--- src/rtl/change_dispenser.sv ---
// change_dispenser: pays out a change amount one coin at a time through a
// coin hopper handshake, greedy order quarter -> dime -> nickel, while
// tracking per-denomination inventory and reporting any unpaid residue.
// Optional feature: define CHANGE_DISPENSE_TIMEOUT_EN to abort a payout when
// the hopper fails to acknowledge a coin within TIMEOUT cycles.
module change_dispenser #(
  parameter int unsigned INV_Q   = 8,
  parameter int unsigned INV_D   = 8,
  parameter int unsigned INV_N   = 8,
  parameter int unsigned TIMEOUT = 15
) (
  input  logic       clk,
  input  logic       reset,
  input  logic       chg_valid,
  input  logic [5:0] change,
  output logic       chg_ready,
  output logic [2:0] coin_out,
  input  logic       coin_ack,
  output logic       busy,
  output logic       done,
  output logic [5:0] short_amt,
  output logic       fault,
  output logic [4:0] inv_q,
  output logic [4:0] inv_d,
  output logic [4:0] inv_n,
  input  logic       refill
);

  // Parameter sanity: inventories fit the 5-bit counters, timeout fits the
  // 6-bit cycle counter and is non-zero.
  if (INV_Q > 31 || INV_D > 31 || INV_N > 31) begin : gBadInventory
    $error("change_dispenser: INV_* must be in 0..31");
  end
  if (TIMEOUT < 1 || TIMEOUT > 63) begin : gBadTimeout
    $error("change_dispenser: TIMEOUT must be in 1..63");
  end

  typedef enum logic [2:0] {
    S_IDLE,
    S_SELECT,
    S_DISPENSE,
    S_GAP,
    S_DONE
  } state_t;

  localparam logic [2:0] COIN_N = 3'b001;
  localparam logic [2:0] COIN_D = 3'b010;
  localparam logic [2:0] COIN_Q = 3'b100;

  localparam logic [4:0] FULL_Q = 5'(INV_Q);
  localparam logic [4:0] FULL_D = 5'(INV_D);
  localparam logic [4:0] FULL_N = 5'(INV_N);

  state_t     state_q, state_d;
  logic [5:0] remaining_q, remaining_d;
  logic [2:0] pick_q, pick_d;
  logic [4:0] qtyQ_q, qtyQ_d;
  logic [4:0] qtyD_q, qtyD_d;
  logic [4:0] qtyN_q, qtyN_d;
  logic [5:0] short_q, short_d;

`ifdef CHANGE_DISPENSE_TIMEOUT_EN
  logic       fault_q, fault_d;
  logic [5:0] tmo_q, tmo_d;
`endif

  // Cents value of a one-hot coin code.
  function automatic logic [5:0] coinValue(input logic [2:0] coin);
    logic [5:0] value;
    value = 6'd0;
    case (coin)
      COIN_Q:  value = 6'd25;
      COIN_D:  value = 6'd10;
      COIN_N:  value = 6'd5;
      default: value = 6'd0;
    endcase
    return value;
  endfunction

  // State and datapath registers; reset reloads inventory and discards any
  // outstanding payout.
  always_ff @(posedge clk) begin
    if (reset) begin
      state_q     <= S_IDLE;
      remaining_q <= 6'd0;
      pick_q      <= 3'b000;
      qtyQ_q      <= FULL_Q;
      qtyD_q      <= FULL_D;
      qtyN_q      <= FULL_N;
      short_q     <= 6'd0;
`ifdef CHANGE_DISPENSE_TIMEOUT_EN
      fault_q     <= 1'b0;
      tmo_q       <= 6'd0;
`endif
    end else begin
      state_q     <= state_d;
      remaining_q <= remaining_d;
      pick_q      <= pick_d;
      qtyQ_q      <= qtyQ_d;
      qtyD_q      <= qtyD_d;
      qtyN_q      <= qtyN_d;
      short_q     <= short_d;
`ifdef CHANGE_DISPENSE_TIMEOUT_EN
      fault_q     <= fault_d;
      tmo_q       <= tmo_d;
`endif
    end
  end

  // Next-state logic: accept, greedy coin selection, handshake, completion.
  always_comb begin
    state_d     = state_q;
    remaining_d = remaining_q;
    pick_d      = pick_q;
    qtyQ_d      = qtyQ_q;
    qtyD_d      = qtyD_q;
    qtyN_d      = qtyN_q;
    short_d     = short_q;
`ifdef CHANGE_DISPENSE_TIMEOUT_EN
    fault_d     = fault_q;
    tmo_d       = tmo_q;
`endif

    case (state_q)
      S_IDLE: begin
        if (refill) begin
          qtyQ_d = FULL_Q;
          qtyD_d = FULL_D;
          qtyN_d = FULL_N;
        end
        if (chg_valid) begin
          remaining_d = change;
          short_d     = 6'd0;
`ifdef CHANGE_DISPENSE_TIMEOUT_EN
          fault_d     = 1'b0;
`endif
          state_d     = S_SELECT;
        end
      end

      S_SELECT: begin
        if (remaining_q >= 6'd25 && qtyQ_q != 5'd0) begin
          pick_d  = COIN_Q;
          state_d = S_DISPENSE;
        end else if (remaining_q >= 6'd10 && qtyD_q != 5'd0) begin
          pick_d  = COIN_D;
          state_d = S_DISPENSE;
        end else if (remaining_q >= 6'd5 && qtyN_q != 5'd0) begin
          pick_d  = COIN_N;
          state_d = S_DISPENSE;
        end else begin
          short_d = remaining_q;
          state_d = S_DONE;
        end
`ifdef CHANGE_DISPENSE_TIMEOUT_EN
        tmo_d = 6'd0;
`endif
      end

      S_DISPENSE: begin
        if (coin_ack) begin
          remaining_d = remaining_q - coinValue(pick_q);
          if (pick_q == COIN_Q && qtyQ_q != 5'd0) qtyQ_d = qtyQ_q - 5'd1;
          if (pick_q == COIN_D && qtyD_q != 5'd0) qtyD_d = qtyD_q - 5'd1;
          if (pick_q == COIN_N && qtyN_q != 5'd0) qtyN_d = qtyN_q - 5'd1;
          state_d = S_GAP;
        end
`ifdef CHANGE_DISPENSE_TIMEOUT_EN
        else if (tmo_q == 6'(TIMEOUT - 1)) begin
          fault_d = 1'b1;
          short_d = remaining_q;
          state_d = S_DONE;
        end else begin
          tmo_d = tmo_q + 6'd1;
        end
`endif
      end

      S_GAP: begin
        state_d = S_SELECT;
      end

      S_DONE: begin
        state_d = S_IDLE;
      end

      default: begin
        state_d = S_IDLE;
      end
    endcase
  end

  // Outputs are decoded from state and registered values only.
  assign chg_ready = (state_q == S_IDLE);
  assign busy      = (state_q != S_IDLE);
  assign done      = (state_q == S_DONE);
  assign coin_out  = (state_q == S_DISPENSE) ? pick_q : 3'b000;
  assign short_amt = short_q;
  assign inv_q     = qtyQ_q;
  assign inv_d     = qtyD_q;
  assign inv_n     = qtyN_q;

`ifdef CHANGE_DISPENSE_TIMEOUT_EN
  assign fault = fault_q;
`else
  assign fault = 1'b0;
`endif

endmodule

--- config.mk ---
export PLATFORM = sky130hd
export DESIGN_NAME = change_dispenser
export DESIGN_NICKNAME = d
export VERILOG_FILES = /design/src/rtl/change_dispenser.sv
export SDC_FILE = /design/constraint.sdc
export NUM_CORES = 1
export LEC_CHECK = 0
export CAP_MARGIN = 20
export CORE_ASPECT_RATIO = 0.75
export CORE_MARGIN = 2
export CORE_UTILIZATION = 51
export DETAILED_ROUTE_END_ITERATION = 8
export GPL_ROUTABILITY_DRIVEN = 0
export PLACE_DENSITY = 0.9
export RECOVER_POWER = 25
export SLEW_MARGIN = 0
export SYNTH_ARGS = -nofsm -noshare
export SYNTH_HDL_FRONTEND = slang
export SYNTH_SLANG_ARGS = --single-unit
--- constraint.sdc ---
create_clock -name clk -period 2.6 [get_ports clk]
set_clock_uncertainty 0.05 [all_clocks]
set_input_delay 0.39 -clock clk [delete_from_list [all_inputs] [get_ports clk]]
set_output_delay 0.39 -clock clk [all_outputs]
set_load 0.005 [all_outputs]
Port wiring:
Bar = 20 um.
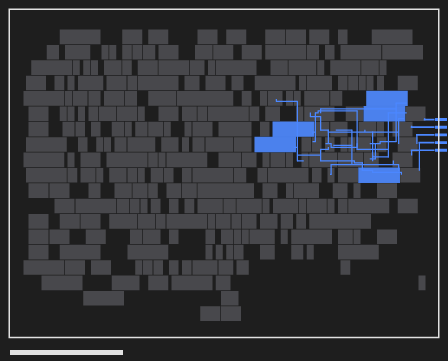
colour	port	bits	direction	edge	end cells	buffers	wire
blue	`inv_q`	5	output	right	5	5	202 um

Clock wires, drivers and flops:
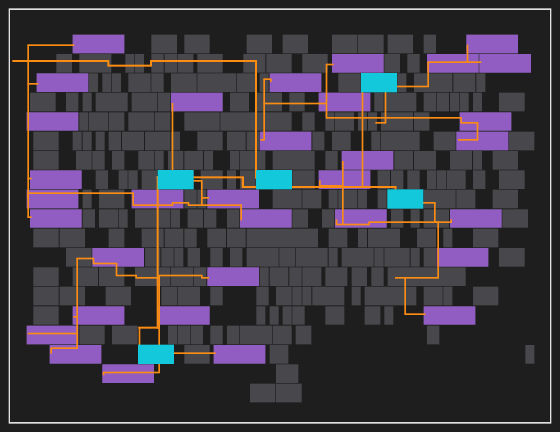
[purple] flip-flops | count: 33
[cyan] clock drivers | count: 5
[orange] clock wires | length: 436 um
routed clock nets	6

Register map, names as in the netlist:
Other sequential cells in the stronger grey, the rest of the logic in the fainter grey.
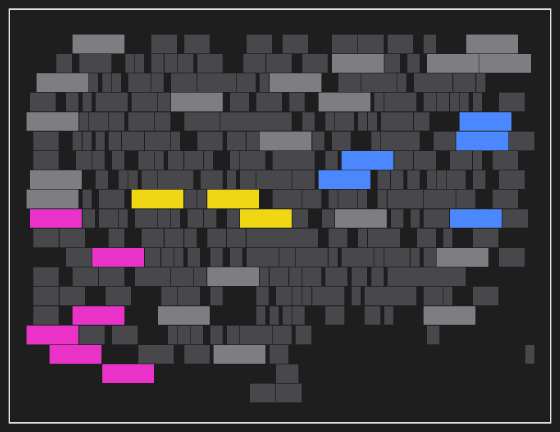
colour	signal	placed flops
blue	`inv_q`	5
magenta	`short_amt`	6
yellow	`pick_q`	3

Routing congestion map:
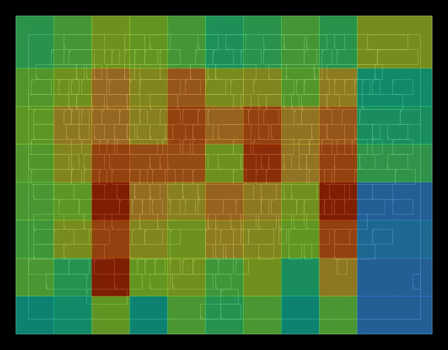
final core utilization: 67.88%
Top Usage Layer GRT: met1
met3 capacity usage during global routing: 5.565%

==> impl_results.rst <==
Synthesis and place-and-route
=============================

.. list-table::
   :header-rows: 1

   * - Metric
     - Value
   * - Maximum number of pins on one net before global-route repair
     - 15
   * - Global-route met1 utilization
     - 34.82%
   * - Hold Fails Final Rpt
     - 0
   * - Global router's overall resource usage
     - 23.40%
   * - Critical path type
     - reg -> out
   * - Cells resized by post-CTS repair
     - 0
   * - Vertical die dimension
     - 57.80 um
   * - Cells after synthesis
     - 232
   * - Leakage power
     - 0.9998 nW
   * - Share of cells above drive strength 1
     - 11.11%
   * - HPWL reported at the end of detailed placement
     - 3585 um
   * - Sequential standard cell area
     - 660.6 um2
   * - Most common cell in the netlist
     - dfxtp_1
   * - Per-cell via count in the routed design
     - 5.686
   * - Area fraction in full adders, half adders and majority gates
     - 8.010%
   * - Type of destination of the critical path
     - output port
   * - Max-Slew Margin vs Limit
     - 60.96%
   * - Total via count in the routed design
     - 1831
   * - Cell Rows
     - 19
   * - Maximum buffer depth of the clock tree
     - 2
   * - Iteration count of the initial detailed-routing pass
     - 4
   * - Dominant comb cell
     - simple AND/OR/NAND/NOR gates
   * - Global-route wire length before repair
     - 7686 um
   * - Highest routed layer
     - met4
   * - Total nets after synthesis
     - 255
   * - Setup Slack @ Placement
     - 0.04474 ns
   * - Cell internal pwr
     - 1.173 mW
   * - Global route overflow
     - 0
   * - Clock tree from TritonCTS
     - yes
   * - Metal2 WL
     - 2035 um
   * - And+or+nand+nor area frac
     - 26.00%
   * - Multiplexer share of the synthesized area
     - 1.716%
   * - Number of warning messages in the yosys log
     - 0
   * - Seq/Total Area, Yosys
     - 33.57%
   * - Combinational Power Share
     - 34.9%
   * - Highest clock rate
     - 409.4 MHz
   * - Number of buffers created by CTS
     - 5
   * - VDD IR-drop max
     - 0.5347 mV
   * - Post CTS Setup Buffer Count
     - 0
   * - Period utilization
     - 93.96%
   * - Fraction of registers with async set or reset after synthesis
     - 0%
   * - Cell type with the largest total area after synthesis
     - dfxtp_1
   * - PortBufs
     - 37
   * - Cell types with the highest counts after synthesis
     - dfxtp_1, nor2_1, inv_1
   * - Net switching fraction of the power
     - 33.95%
   * - Count of tool warnings
     - 29
   * - Yosys stat area
     - 1968 um2
   * - Area share of the leading cell type in the synthesized netlist
     - 33.57%
   * - Total area of multi-input combinational cells
     - 1191 um2
   * - Setup repair after global routing missed its margin
     - no
   * - Synthesized area divided by synthesized cell count
     - 8.483 um2
   * - Main area contributors
     - dfxtp_1, ha_1, nor2_1, a21oi_1, o21ai_0
   * - Worst Path Arrival
     - 2.00 ns
   * - Crit path max fanout
     - 9
   * - Total wire length after detailed routing
     - 4702 um
   * - Register clock-pin slew on the reported worst setup and hold paths
     - 0.07 ns
   * - Wire length on met3
     - 314 um
   * - Number of design-rule violations left by the first detailed-router iteration
     - 90
   * - Via count of the first global-routing pass
     - 1579
   * - Top Ports
     - 39
   * - Worst Max-Slew Pin Slew
     - 0.5792 ns
   * - Met2 GRT Util
     - 33.66%
   * - Average wire per cell in the routed design
     - 14.60 um
   * - Root buffer cell
     - clkbuf_8
   * - Horizontal extent of the die
     - 75.73 um
   * - Total power
     - 1.776 mW
   * - Source-to-sink clock delay at the later pin of the worst-skew pair
     - 0.29 ns
   * - # DRC
     - 0
   * - Max-Cap Viols
     - 0
   * - Unique masters post-synth
     - 54
   * - Outcome
     - finished clean
   * - XOR/XNOR Fraction of Synth Area
     - 3.115%
   * - Post-route setup TNS
     - 0 ns
   * - Area of the placeable core
     - 3685 um2
   * - Total number of H-tree levels
     - 2
   * - Number of enable flip-flop cells
     - 0
   * - Share of the core filled by cells before placement
     - 53.41%
   * - Period minus WS final
     - 2.443 ns
   * - Total die size
     - 4377 um2
   * - Startpoint class of the critical path
     - flop
   * - Number of nets in the final layout
     - 292
   * - Count of antenna-violating nets left after detailed routing
     - 0
   * - Total of flip-flops plus latches after synthesis
     - 33
   * - Final worst setup slack
     - 0.1571 ns
   * - Max-slew violation count
     - 0
   * - Cell Count, Final, Fillers Out
     - 322
   * - Worst hold-check path type
     - reg -> reg
   * - Count of endpoints failing setup in the final report
     - 0
   * - Filler cell count in the final layout
     - 300
   * - Required time of the critical path
     - 2.16 ns
   * - Power spent charging and discharging nets
     - 603.2 uW
   * - Number of antenna violations at the first check in global routing
     - 0
   * - Post-synthesis instance area
     - 1968 um2
   * - Power density normalized to cell area
     - 710.2 nW/um2
   * - # clock sinks
     - 33
   * - Count of placed standard cells including taps
     - 314
   * - Antenna diode count
     - 0
   * - Top_reg_cell synth
     - dfxtp_1
   * - Compound Share, Synth
     - 21.36%
   * - Area growth from synthesis to layout
     - 27.08%
   * - WL met1
     - 2299 um
   * - Part of the power in registers
     - 36.8%
   * - Cell count listed in synth_stat.txt
     - 232
   * - Hold-fix buffers, CTS
     - 0
   * - Relative contribution of the clock network to total power
     - 28.3%
[final timing paths]
kind	from	end	slack, ns	cells past startpoint
min reg2reg	short_amt[0]	short_amt[0]	0.45	1
max	state_q[0]	coin_out[0]	0.16	4
max reg2reg	pick_q[1]	remaining_q[5]	0.22	8
min	short_amt[0]	short_amt[0]	0.45	1
[cell usage in the layout (no fill, tap or decap), drive strengths merged, types with 5 or more instances in the layout]
master	instances
ha	11
o21ai	15
a211oi	5
a21oi	15
clkbuf	7
a32o	6
and2	6
buf	5
nand3	5
nor3	11
dfxtp	33
clkdlybuf4s50	22
dlygate4sd3	15
inv	16
nor2	29
nand2	12
[stage by stage]
step                hold slack [ns]  area, um2
detailed placement           0.4391       2382
global route                 0.4774       2501
global placement             0.4342       2382
CTS                          0.4604       2499
floorplan                    0.4404       1968
finish                       0.4482       2501
[sequential cells by signal, summed over array words and instances, names as in the netlist]
register     flops
remaining_q      6
short_amt        6
inv_d            5
inv_n            5
inv_q            5
pick_q           3
state_q          3
[final cells by class]
cell class              count  area share, %
clock inverters             1          1.201
inverters                  16          2.401
well taps                  52          2.601
clock buffers               7          3.452
repair buffers             42          16.31
flip-flops and latches     33          26.41
multi-input cells         171          47.62
[power groups by stage]
| stage | sequential, mW | combinational, mW | clock, mW |
|---|---|---|---|
| 2_1_floorplan | 0.634 | 0.435 | 0 |
| 3_5_place_dp | 0.659 | 0.615 | 0 |
| 4_1_cts | 0.650 | 0.620 | 0.507 |
| 3_3_place_gp | 0.658 | 0.594 | 0 |
| 6_report | 0.653 | 0.619 | 0.504 |
| 5_1_grt | 0.663 | 0.690 | 0.521 |
[worst max-delay path, stage by stage, from the launching register on]
cell and delay (ns):
dfxtp_1 0.37, or2_1 0.39, nor2_2 0.25, and2_1 0.20
clkdlybuf4s50_1 0.51
Power figures rest on the tool's default switching activity, not on a simulated workload.
